run_1/placed.png
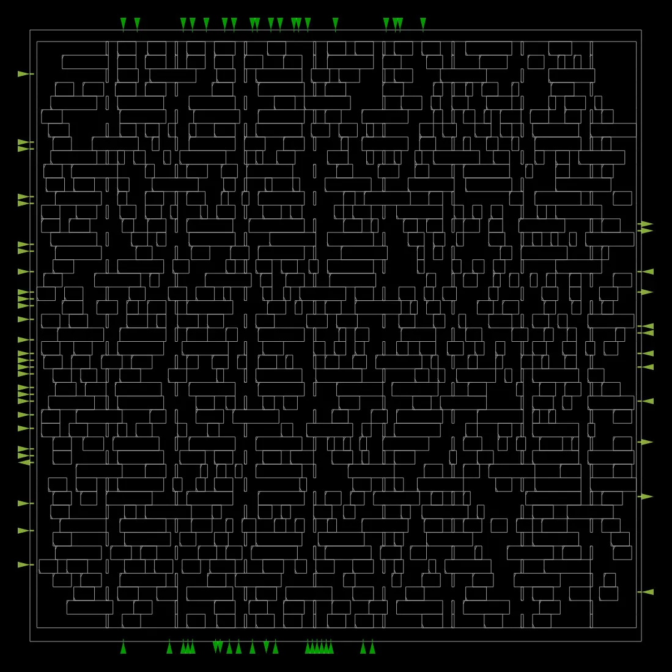
run_1/ff_map.png
Bar = 20 um. Other sequential cells in the stronger gray, the rest of the logic in the fainter gray.
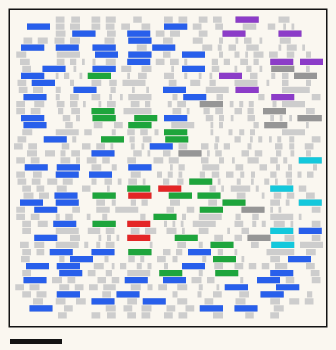
run_1/class_map.png
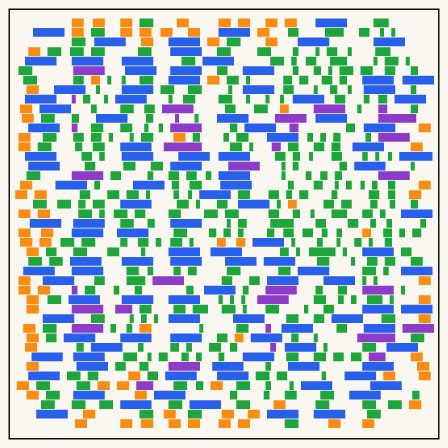
run_1/util_map.png
12 x 12 tiles, from white (low) to dark blue (high), 0 to 100% covered.
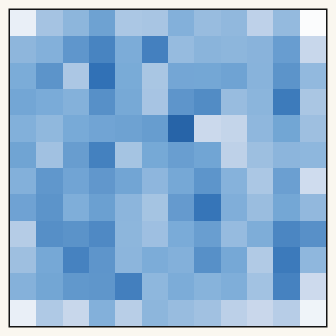
`src/rtl/dac_spi_writer_if.sv`:
```
// Register-block update bus in, quad-DAC SPI pins and writer status out.
interface dac_spi_writer_if;
  logic [15:0] dds_gain;
  logic [15:0] cw_gain;
  logic [15:0] dds_current_limit;
  logic [15:0] cw_current_limit;
  logic        dds_gain_update;
  logic        cw_gain_update;
  logic        dds_current_limit_update;
  logic        cw_current_limit_update;
  logic        dac_cs_n;
  logic        dac_sclk;
  logic        dac_mosi;
  logic        busy;
  logic        frame_done;
  logic [3:0]  pending;

  modport master (
    output dds_gain, cw_gain, dds_current_limit, cw_current_limit,
    output dds_gain_update, cw_gain_update, dds_current_limit_update, cw_current_limit_update,
    input  dac_cs_n, dac_sclk, dac_mosi, busy, frame_done, pending
  );

  modport slave (
    input  dds_gain, cw_gain, dds_current_limit, cw_current_limit,
    input  dds_gain_update, cw_gain_update, dds_current_limit_update, cw_current_limit_update,
    output dac_cs_n, dac_sclk, dac_mosi, busy, frame_done, pending
  );
endinterface

```
`src/rtl/dac_spi_writer.sv`:
```
// Captures gain/current-limit updates per channel and writes each latest value
// to the quad setpoint DAC as one 24-bit SPI frame, fixed priority ch0..ch3.
module dac_spi_writer #(
  parameter int         CLK_DIV = 4,
  parameter logic [3:0] DAC_CMD = 4'b0011
) (
  input  logic            clk,
  input  logic            rst,
  dac_spi_writer_if.slave bus
);

  typedef enum logic [2:0] {IDLE, SETUP, SHIFT, HOLD, GAP} state_t;

  localparam logic [7:0] HRELOAD = 8'(CLK_DIV - 1);

  logic [3:0]  upd;
  logic [15:0] din [4];
  logic [15:0] val [4];
  logic [3:0]  pend;
  logic [1:0]  sel;
  logic        launch;
  logic [23:0] word;

  state_t      state_q, state_d;
  logic [7:0]  hcnt_q, hcnt_d;
  logic [4:0]  bit_q, bit_d;
  logic        half_q, half_d;
  logic [23:0] shreg_q, shreg_d;
  logic        cs_n_q, cs_n_d;
  logic        sclk_q, sclk_d;
  logic        mosi_q, mosi_d;
  logic        busy_q, busy_d;
  logic        done_q, done_d;

  assign upd = {bus.cw_current_limit_update, bus.dds_current_limit_update,
                bus.cw_gain_update, bus.dds_gain_update};
  assign din[0] = bus.dds_gain;
  assign din[1] = bus.cw_gain;
  assign din[2] = bus.dds_current_limit;
  assign din[3] = bus.cw_current_limit;

  always_comb begin
    sel = 2'd0;
    for (int i = 3; i >= 0; i--) begin
      if (pend[i]) sel = 2'(i);
    end
  end

  assign launch = (state_q == IDLE) && (|pend);
  assign word   = {DAC_CMD, 2'b00, sel, val[sel]};

  // A strobe coinciding with its own channel's launch wins over the clear,
  // so the new value still gets its own frame.
  always_ff @(posedge clk or posedge rst) begin
    if (rst) begin
      pend <= '0;
      for (int i = 0; i < 4; i++) val[i] <= '0;
    end else begin
      for (int i = 0; i < 4; i++) begin
        if (upd[i]) begin
          val[i]  <= din[i];
          pend[i] <= 1'b1;
        end else if (launch && (sel == 2'(i))) begin
          pend[i] <= 1'b0;
        end
      end
    end
  end

  always_ff @(posedge clk or posedge rst) begin
    if (rst) begin
      state_q <= IDLE;
      hcnt_q  <= '0;
      bit_q   <= '0;
      half_q  <= 1'b0;
      shreg_q <= '0;
      cs_n_q  <= 1'b1;
      sclk_q  <= 1'b0;
      mosi_q  <= 1'b0;
      busy_q  <= 1'b0;
      done_q  <= 1'b0;
    end else begin
      state_q <= state_d;
      hcnt_q  <= hcnt_d;
      bit_q   <= bit_d;
      half_q  <= half_d;
      shreg_q <= shreg_d;
      cs_n_q  <= cs_n_d;
      sclk_q  <= sclk_d;
      mosi_q  <= mosi_d;
      busy_q  <= busy_d;
      done_q  <= done_d;
    end
  end

  always_comb begin
    state_d = state_q;
    hcnt_d  = hcnt_q;
    bit_d   = bit_q;
    half_d  = half_q;
    shreg_d = shreg_q;
    cs_n_d  = cs_n_q;
    sclk_d  = sclk_q;
    mosi_d  = mosi_q;
    busy_d  = busy_q;
    done_d  = 1'b0;
    case (state_q)
      IDLE: begin
        if (launch) begin
          shreg_d = word;
          mosi_d  = word[23];
          cs_n_d  = 1'b0;
          busy_d  = 1'b1;
          hcnt_d  = HRELOAD;
          state_d = SETUP;
        end
      end
      SETUP: begin
        if (hcnt_q != 8'd0) begin
          hcnt_d = hcnt_q - 8'd1;
        end else begin
          hcnt_d  = HRELOAD;
          sclk_d  = 1'b1;
          half_d  = 1'b0;
          bit_d   = 5'd23;
          state_d = SHIFT;
        end
      end
      SHIFT: begin
        // half_q=0: sclk-high phase of the current bit; half_q=1: low phase.
        if (hcnt_q != 8'd0) begin
          hcnt_d = hcnt_q - 8'd1;
        end else begin
          hcnt_d = HRELOAD;
          if (!half_q) begin
            sclk_d = 1'b0;
            half_d = 1'b1;
            if (bit_q != 5'd0) begin
              shreg_d = {shreg_q[22:0], 1'b0};
              mosi_d  = shreg_q[22];
            end
          end else if (bit_q == 5'd0) begin
            state_d = HOLD;
          end else begin
            sclk_d = 1'b1;
            half_d = 1'b0;
            bit_d  = bit_q - 5'd1;
          end
        end
      end
      HOLD: begin
        if (hcnt_q != 8'd0) begin
          hcnt_d = hcnt_q - 8'd1;
        end else begin
          hcnt_d  = HRELOAD;
          half_d  = 1'b0;
          cs_n_d  = 1'b1;
          mosi_d  = 1'b0;
          done_d  = 1'b1;
          state_d = GAP;
        end
      end
      GAP: begin
        // Two passes of the half-period counter give the 2H inter-frame gap.
        if (hcnt_q != 8'd0) begin
          hcnt_d = hcnt_q - 8'd1;
        end else if (!half_q) begin
          hcnt_d = HRELOAD;
          half_d = 1'b1;
        end else begin
          half_d  = 1'b0;
          busy_d  = 1'b0;
          state_d = IDLE;
        end
      end
      default: state_d = IDLE;
    endcase
  end

  assign bus.dac_cs_n   = cs_n_q;
  assign bus.dac_sclk   = sclk_q;
  assign bus.dac_mosi   = mosi_q;
  assign bus.busy       = busy_q;
  assign bus.frame_done = done_q;
  assign bus.pending    = pend;

endmodule
```
`src/flat_wrapper.sv`:
```
// flat-port wrapper written by rule: the top's interface ports become plain ports
module dac_spi_writer_flat 
#(
  parameter int         CLK_DIV = 4,
  parameter logic [3:0] DAC_CMD = 4'b0011
)
  (clk, rst, bus_dds_gain, bus_cw_gain, bus_dds_current_limit, bus_cw_current_limit, bus_dds_gain_update, bus_cw_gain_update, bus_dds_current_limit_update, bus_cw_current_limit_update, bus_dac_cs_n, bus_dac_sclk, bus_dac_mosi, bus_busy, bus_frame_done, bus_pending);
  dac_spi_writer_if bus_i ();
  input  logic clk;
  input  logic rst;
  input wire logic [$bits(bus_i.dds_gain)-1:0] bus_dds_gain;
  input wire logic [$bits(bus_i.cw_gain)-1:0] bus_cw_gain;
  input wire logic [$bits(bus_i.dds_current_limit)-1:0] bus_dds_current_limit;
  input wire logic [$bits(bus_i.cw_current_limit)-1:0] bus_cw_current_limit;
  input wire logic [$bits(bus_i.dds_gain_update)-1:0] bus_dds_gain_update;
  input wire logic [$bits(bus_i.cw_gain_update)-1:0] bus_cw_gain_update;
  input wire logic [$bits(bus_i.dds_current_limit_update)-1:0] bus_dds_current_limit_update;
  input wire logic [$bits(bus_i.cw_current_limit_update)-1:0] bus_cw_current_limit_update;
  output wire logic [$bits(bus_i.dac_cs_n)-1:0] bus_dac_cs_n;
  output wire logic [$bits(bus_i.dac_sclk)-1:0] bus_dac_sclk;
  output wire logic [$bits(bus_i.dac_mosi)-1:0] bus_dac_mosi;
  output wire logic [$bits(bus_i.busy)-1:0] bus_busy;
  output wire logic [$bits(bus_i.frame_done)-1:0] bus_frame_done;
  output wire logic [$bits(bus_i.pending)-1:0] bus_pending;
  assign bus_i.dds_gain = bus_dds_gain;
  assign bus_i.cw_gain = bus_cw_gain;
  assign bus_i.dds_current_limit = bus_dds_current_limit;
  assign bus_i.cw_current_limit = bus_cw_current_limit;
  assign bus_i.dds_gain_update = bus_dds_gain_update;
  assign bus_i.cw_gain_update = bus_cw_gain_update;
  assign bus_i.dds_current_limit_update = bus_dds_current_limit_update;
  assign bus_i.cw_current_limit_update = bus_cw_current_limit_update;
  assign bus_dac_cs_n = bus_i.dac_cs_n;
  assign bus_dac_sclk = bus_i.dac_sclk;
  assign bus_dac_mosi = bus_i.dac_mosi;
  assign bus_busy = bus_i.busy;
  assign bus_frame_done = bus_i.frame_done;
  assign bus_pending = bus_i.pending;
  dac_spi_writer #(.CLK_DIV(CLK_DIV), .DAC_CMD(DAC_CMD)) u_core (.clk(clk), .rst(rst), .bus(bus_i));
endmodule
```
`config.mk`:
```
export PLATFORM = sky130hd
export DESIGN_NAME = dac_spi_writer_flat
export DESIGN_NICKNAME = d
export VERILOG_FILES = /design/src/rtl/dac_spi_writer_if.sv /design/src/rtl/dac_spi_writer.sv /design/src/flat_wrapper.sv
export SDC_FILE = /design/constraint.sdc
export NUM_CORES = 1
export LEC_CHECK = 0
export ABC_CLOCK_PERIOD_IN_PS = 5800
export CAP_MARGIN = 20
export CELL_PAD_IN_SITES_DETAIL_PLACEMENT = 2
export CELL_PAD_IN_SITES_GLOBAL_PLACEMENT = 2
export CORE_UTILIZATION = 39
export DETAILED_ROUTE_END_ITERATION = 8
export GPL_ROUTABILITY_DRIVEN = 0
export HOLD_SLACK_MARGIN = 0.15
export PLACE_DENSITY_LB_ADDON = 0.05
export SETUP_SLACK_MARGIN = 0.02
export SYNTH_ARGS = -nofsm -noshare
export SYNTH_HDL_FRONTEND = slang
export SYNTH_SLANG_ARGS = --single-unit
```
`constraint.sdc`:
```
create_clock -name clk -period 5.8 [get_ports clk]
set_input_delay 0.58 -clock clk [delete_from_list [all_inputs] [get_ports clk]]
set_output_delay 0.58 -clock clk [all_outputs]
set_load 0.03 [all_outputs]
```
==> changes_impl.md, run 1 <==
## Implementation

* Outcome: finished clean
* Synth top area share at 49.91%
* Final hold slack at approximately 0.5 ns
* GRT Max-Usage Layer: met2
* N_diodes at 0
* Final nets at 632
* Horiz. Die Dim at about 120 um
* Clock Power Share at around 50%
* Gr usage total at between 20% and 30%
* Critical path launch point type: flop
* Longest Clk Path Bufs at 2
* Via/cell ratio at roughly 5.7
* WHS Path Cells at 1
* Net Sw Power at 0.4688 mW
* Main logic family after synthesis: multiplexers
* CTS Root Cell: clkbuf_16
* Leak at ~2.9 nW
* Rel. slew slack at between 20% and 30%
* Dominant register cell: dfrtp_1
* Vias in the first global route at 4952
* GR Util met2 at a little over two fifths
* Aoi share at between 10% and 20%
* Total power draw at roughly 2.1 mW
* Max_cap viols at 0
About placed.png:
Core Util, Final: 50.94%
tap cells: 180
# fillers: 1407

About ff_map.png:
Key: `u_core.val` = blue [placed flops 64, where all over the die]; `u_core.hcnt_q` = purple [placed flops 8, where top right]; `u_core.bus.pending` = red [placed flops 4]; `u_core.shreg_q` = green [placed flops 23]; `u_core.bit_q` = cyan [placed flops 5, where right middle]
Another 9 sequential cells are not colored.

About class_map.png:
Key: remaining buffers and delay cells = orange [cells 85]; remaining logic cells = green [cells 342]; clock drivers and dummy loads = purple [cells 32]; registers = blue [cells 113]
Rows: 43
Seq area share: 39.70%
Core ar.: 0.01399 mm^2
post-route cell area: 0.007126 mm^2

About util_map.png:
The mean over all tiles is 46%. The fullest tile reaches 79%. 0.70% of the tiles are over 75% full.

[run 1: cell type report]
type	instances	area [um^2]
fillers	1407	6863
flip-flops and latches	113	2829
multi-input cells	317	2535
repair buffers	85	833.3
clock buffers	22	474.2
well taps	180	225.2
clock inverters	10	132.6
inverters	25	96.34
[run 1: logic make-up (layout without fill, tap and decap cells)]
kind of cell	count (synthesis)	after routing
adder cells (fa/ha/maj)	3	3
XOR/XNOR	3	3
AND-OR/OR-AND	108	108
flip-flops	113	113
multiplexers	85	85
buffers and inverters	62	142
AND/OR/NAND/NOR	118	118
[run 1: cells in the final DEF (no fill, tap or decap), types with 5 or more instances in the layout]
cell type / Yosys / layout
dfrtp_1: 112 / 112
clkdlybuf4s50_1: 0 / 78
mux2_2: 69 / 69
inv_1: 25 / 24
nand2_1: 24 / 24
o21ai_0: 23 / 23
nor2_1: 17 / 17
clkbuf_16: 0 / 17
nor2b_1: 15 / 15
a221oi_1: 15 / 15
mux2i_1: 15 / 15
a32o_1: 13 / 13
a21oi_1: 13 / 13
and3b_1: 11 / 11
nor3_1: 9 / 9
or3_1: 8 / 8
buf_4: 0 / 7
nand3_1: 6 / 6
a22o_1: 5 / 5
[run 1: worst max-delay path: stages, from the launching register on]
cell	delay (ns)
dfrtp_1	0.67
or3b_2	0.67
nor4_4	0.45
or2_1	0.89
mux2_2	0.42
[run 1: power by group through the flow]
stage / combinational (mW) / clock (mW) / sequential, mW
2_1_floorplan: 0.0843 / 0 / 0.876
3_3_place_gp: 0.148 / 0 / 0.887
3_5_place_dp: 0.154 / 0 / 0.890
4_1_cts: 0.156 / 1.10 / 0.878
5_1_grt: 0.166 / 1.13 / 0.884
6_report: 0.153 / 1.08 / 0.878
--- run 2 (diff from run 1) ---
--- a/config.mk
+++ b/config.mk
@@ -5,11 +5,11 @@
 export SDC_FILE = /design/constraint.sdc
 export NUM_CORES = 1
 export LEC_CHECK = 0
-export ABC_CLOCK_PERIOD_IN_PS = 5800
+export ABC_CLOCK_PERIOD_IN_PS = 3350
 export CAP_MARGIN = 20
 export CELL_PAD_IN_SITES_DETAIL_PLACEMENT = 2
 export CELL_PAD_IN_SITES_GLOBAL_PLACEMENT = 2
-export CORE_UTILIZATION = 39
+export CORE_UTILIZATION = 36
 export DETAILED_ROUTE_END_ITERATION = 8
 export GPL_ROUTABILITY_DRIVEN = 0
 export HOLD_SLACK_MARGIN = 0.15
==> constraint.sdc (replaced) <==
create_clock -name clk -period 3.35 [get_ports clk]
set_input_delay 0.335 -clock clk [delete_from_list [all_inputs] [get_ports clk]]
set_output_delay 0.335 -clock clk [all_outputs]
set_load 0.03 [all_outputs]
run_2/class_map.png
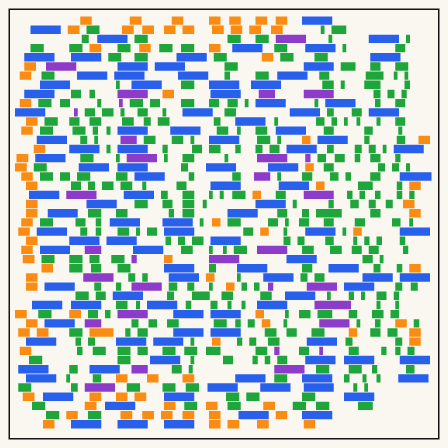
Key: registers = blue [cells 113]; remaining logic cells = green [cells 342]; clock drivers and dummy loads = purple [cells 31]; remaining buffers and delay cells = orange [cells 93]
Rows: 45
Core ar.: 0.01520 mm^2
post-route cell area: 0.007164 mm^2
Seq area share: 39.49%

==> run 2 against run 1 <==
Against the previous run: synthesized cell count is the same; non-clock buffer count grew 8; combinational power grew 74%; sequential share of layout area shrank 0.21 points; die area grew 8.2%; fmax grew 18%; critical path depth grew 3.
==> changes_impl.md, run 2 <==
## Implementation

* Leak at 2.934 nW (+1.2%)
* Post-Place Cells at roughly 740
* First-pass GRT wire length at 27760 um
* # fillers at 1536 (+9.2%)
* Horiz. Die Dim at 126.9 um (+4.0%)
* Comb pwr at 0.266 mW (+74%)
* Gate Area at 0.002529 mm^2 (-0.25%)
* Worst-path cell chain: inv_1 -> ha_1 -> or4b_4 -> nor4_4 -> or2_1 -> buf_4 -> mux2i_1
* Outcome: finished clean
* Most frequent cells in the layout: 112 x dfrtp_1, 78 x clkdlybuf4s50_1, 69 x mux2_2
* Gr usage total at 22.90% (-2.5 points)
* Tcrit/Tclk final at 81.56%
* Max_cap viols at 0 (unchanged)
* CP peak stage delay at 0.55 ns (-0.34 ns)
* Via/cell ratio at 5.656 (-1.4%)
* Dominant register cell: dfrtp_1
* N_diodes at 0 (unchanged)
* Final setup fails at 0
* Final nets at 640 (+1.3%)
* Final wirelength at approximately 17000 um
* Slowest stage cell on the critical path: or4b_4
* Net Sw Power at 0.7743 mW (+65%)
* Antenna violations before repair at 0
* Synth top area share at 49.91% (unchanged)
* Vias in the first global route at 5076 (+2.5%)
* Critical R2R Capture: u_core.shreg_q[9]$_DFFE_PP0P_
* Most common cell in the netlist: dfrtp_1
* Critical path launch point type: flop
* Post_cts resized at 0
* Clk. pwr at 1.74 mW (+61%)
* Rel. slew slack at 28.38% (+0.88 points)
* Max FFs per register at ~64
* Commonest Layout Cell: dfrtp_1
* Unrepaired setup endpoints after global routing: no
run_2/ff_map.png
Bar = 50 um. Other sequential cells in the stronger gray, the rest of the logic in the fainter gray.
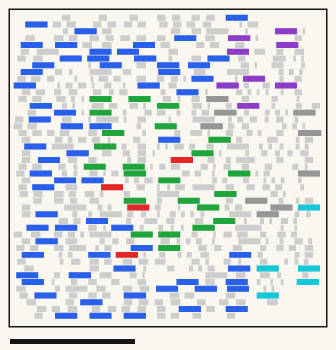
Key: `u_core.val` = blue [placed flops 64]; `u_core.shreg_q` = green [placed flops 23, where middle]; `u_core.bit_q` = cyan [placed flops 5, where bottom right]; `u_core.hcnt_q` = purple [placed flops 8, where top right]; `u_core.bus.pending` = red [placed flops 4, where middle]
Core Util, Final: 47.13%
Flop area: 0.002829 mm^2

## run 2: cell types whose count changed in the layout (fill, tap and decap cells not counted)
cell	before	now
buf_12	0	1
buf_4	7	14
bufinv_16	3	1
clkbuf_1	2	3
clkbuf_8	3	6
clkinvlp_4	3	0
nor3b_2	1	2
nor3b_4	1	0
## run 2: through the flow
step,setup slack [ns],hold WS [ns],power (mW)
final,0.6176,0.3483,3.529
after global routing,0.4053,0.4015,3.662
after CTS,0.5927,0.3606,3.579
after detailed placement,0.6225,0.4880,1.812
after global placement,0.7133,0.4683,1.796
after floorplan,0.02930,0.4573,1.663
## run 2: layer usage
| metal | up-vias | wire [um] | global-route usage, % |
|---|---|---|---|
| met5 | - | 0 | 0 |
| met4 | 0 | 220 | 7.773 |
| met3 | 18 | 464 | 4.639 |
| met2 | 71 | 8815 | 40.82 |
| met1 | 2268 | 7396 | 27.43 |
| li1 | 1981 | - | - |
## run 2: kinds of logic (layout without fill, tap and decap cells)
family	count (synthesis)	count (layout)	synth area share (%)
adders and majority gates	3	3	0.6685
AOI/OAI and AO/OA	108	108	14.42
buffers and inverters	62	149	4.768
and+or+nand+nor	118	118	12.59
xor gates and xnor gates	3	3	0.4680
muxes	85	85	16.71
DFF	113	113	50.38
## run 2: final cells by class
class / instances / share of cell area, %
sequential: 113 / 39.49
clock inverter: 5 / 0.6986
timing repair buffer: 93 / 12.64
multi-input combinational: 317 / 35.30
inverter: 25 / 1.345
tap: 188 / 3.283
clock buffer: 26 / 7.248
## run 2: worst max-delay path: cells and delay by family, from the launching register on
kind / cells / cell delay (ns)
buf+inv: 2 / 0.45
mux: 1 / 0.22
fa+ha+maj: 1 / 0.18
simple gates: 3 / 1.41
flops: 1 / 0.39
--- run 3 (diff from run 2) ---
--- a/config.mk
+++ b/config.mk
@@ -5,7 +5,7 @@
 export SDC_FILE = /design/constraint.sdc
 export NUM_CORES = 1
 export LEC_CHECK = 0
-export ABC_CLOCK_PERIOD_IN_PS = 3350
+export ABC_CLOCK_PERIOD_IN_PS = 2850
 export CAP_MARGIN = 20
 export CELL_PAD_IN_SITES_DETAIL_PLACEMENT = 2
 export CELL_PAD_IN_SITES_GLOBAL_PLACEMENT = 2
==> constraint.sdc (replaced) <==
create_clock -name clk -period 2.85 [get_ports clk]
set_input_delay 0.285 -clock clk [delete_from_list [all_inputs] [get_ports clk]]
set_output_delay 0.285 -clock clk [all_outputs]
set_load 0.03 [all_outputs]
run_3/m3.png
Bar = 50 um.
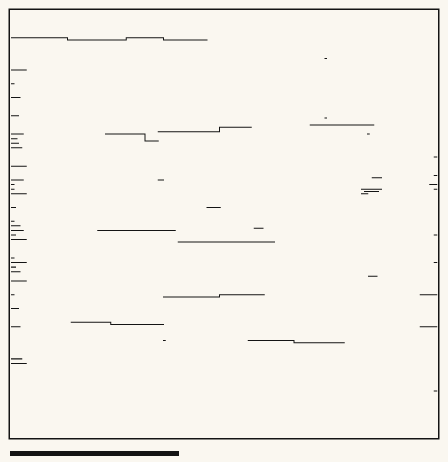
The layer holds 2.2% of the routed length. The layer carries 379 um of wire.

==> run 3 against run 2 <==
Against the previous run: design area rose by 1.7%; area after synthesis did not move; combinational power rose by about 20%; global-route usage rose by 0.17 points; core utilization rose by 0.81 points; flip-flop count did not move; fmax rose by 6.2%; die area did not move; clock skew fell by 0.0026 ns; clock power rose by about 20%; count of clock-buffer cells in the layout fell by 7; cell count rose by 1.8%.
==> changes_impl.md, run 3 <==
## Implementation

* Vias in the first global route at 4972 (-2.0%)
* CP peak stage delay at 0.54 ns (about the same)
* Met3 WL post-DR at 378 um (-19%)
* Unrepaired setup endpoints after global routing: no
* GR Util met2 at 41.37% (+0.55 points)
* Net Sw Power at 0.9720 mW (+26%)
* Flop area at 0.002829 mm^2 (unchanged)
* Critical path launch point type: flop
* CP Depth at 7 (unchanged)
* Clk. pwr at 2.09 mW (+20%)
* Most frequent cells in the layout: 112 x dfrtp_1, 78 x clkdlybuf4s50_1, 69 x mux2_2
* Top Layer Used: met4
* M1 wire length at 7516 um (+1.6%)
* Buf/Inv on CP at 2 (unchanged)
* I/O pin cnt at 79
* Outcome: finished clean
* Rel. slew slack at 32.76% (+4.4 points)
* Final setup fails at 0 (unchanged)
* Slowest stage cell on the critical path: or4b_4
* GR Util met1 at 28.14% (+0.70 points)
* Core ar. at 0.01520 mm^2 (unchanged)
* Synth top area share at 49.91% (unchanged)
* Leak at 2.980 nW (+1.6%)
* Max FFs per register at 64 (unchanged)
* Antenna violations before repair at 0 (unchanged)
* Max_cap viols at 0 (unchanged)
* Horiz. Die Dim at 126.9 um (unchanged)
* N_diodes at 0 (unchanged)
* Via/cell ratio at 5.556 (-1.8%)
* Most common cell in the netlist: dfrtp_1
* Final nets at 653 (+2.0%)
* Met3 usage at 4.302% (-0.34 points)
* Final hold slack at 0.3807 ns (+0.03247 ns)
* Rows at 45 (unchanged)
* First-pass GRT wire length at 27990 um (+0.85%)
* Post_cts resized at 0 (unchanged)
* Critical R2R Capture: u_core.shreg_q[5]$_DFFE_PP0P_
* Commonest Layout Cell: dfrtp_1
* Dominant register cell: dfrtp_1
run_3/util_map.png
13 x 13 tiles, from white (low) to dark blue (high), 0 to 100% covered.
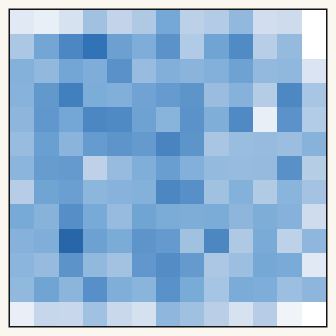
The mean over all tiles is 44%. The fullest tile reaches 78%. 1.8% of the tiles are nearly empty. 0.60% of the tiles are over 75% full.

[run 3: worst min-delay path by stage]
stage                                   startpoint                         endpoint  slack (ns)  depth (start not counted)
CTS                                            rst  u_core.bus.dac_sclk$_DFFE_PP0P_        0.40                          2
global placement    u_core.shreg_q[14]$_DFFE_PP0P_   u_core.shreg_q[14]$_DFFE_PP0P_        0.47                          1
floorplan                 bus_cw_current_limit[10]       u_core.val[10]$_DFFE_PP0P_        0.44                          1
finish                                         rst  u_core.bus.dac_sclk$_DFFE_PP0P_        0.38                          2
detailed placement  u_core.shreg_q[14]$_DFFE_PP0P_   u_core.shreg_q[14]$_DFFE_PP0P_        0.48                          1
global route                                   rst  u_core.bus.dac_sclk$_DFFE_PP0P_        0.42                          2
[run 3: cells by family after synthesis]
group / Yosys count / share of synthesized area [%]
DFF: 113 / 50.38
AOI/OAI and AO/OA: 108 / 14.42
and+or+nand+nor: 118 / 12.59
adders and majority gates: 3 / 0.6685
buffers and inverters: 62 / 4.768
xor gates and xnor gates: 3 / 0.4680
muxes: 85 / 16.71
[run 3: metrics by stage]
step / instances / utilization (%) / setup WS (ns) / power (mW) / instance area (um^2)
after floorplan: 492 / - / 0.5484 / 1.955 / 5619
after global placement: 749 / 44.12 / 0.3719 / 2.114 / 6706
after detailed placement: 749 / 44.12 / 0.2953 / 2.131 / 6706
after CTS: 781 / 47.93 / 0.2446 / 4.245 / 7287
after global routing: 781 / 47.93 / 0.1304 / 4.351 / 7287
final: 781 / 47.93 / 0.2776 / 4.192 / 7287
[run 3: layout make-up]
class	count	area share (%)
clock buffers	19	6.078
clock inverters	13	1.889
inverters	25	1.339
multi-input cells	317	34.70
flip-flops and latches	113	38.82
well taps	188	3.228
repair buffers	106	13.94
Power figures rest on the tool's default switching activity, not on a simulated workload.
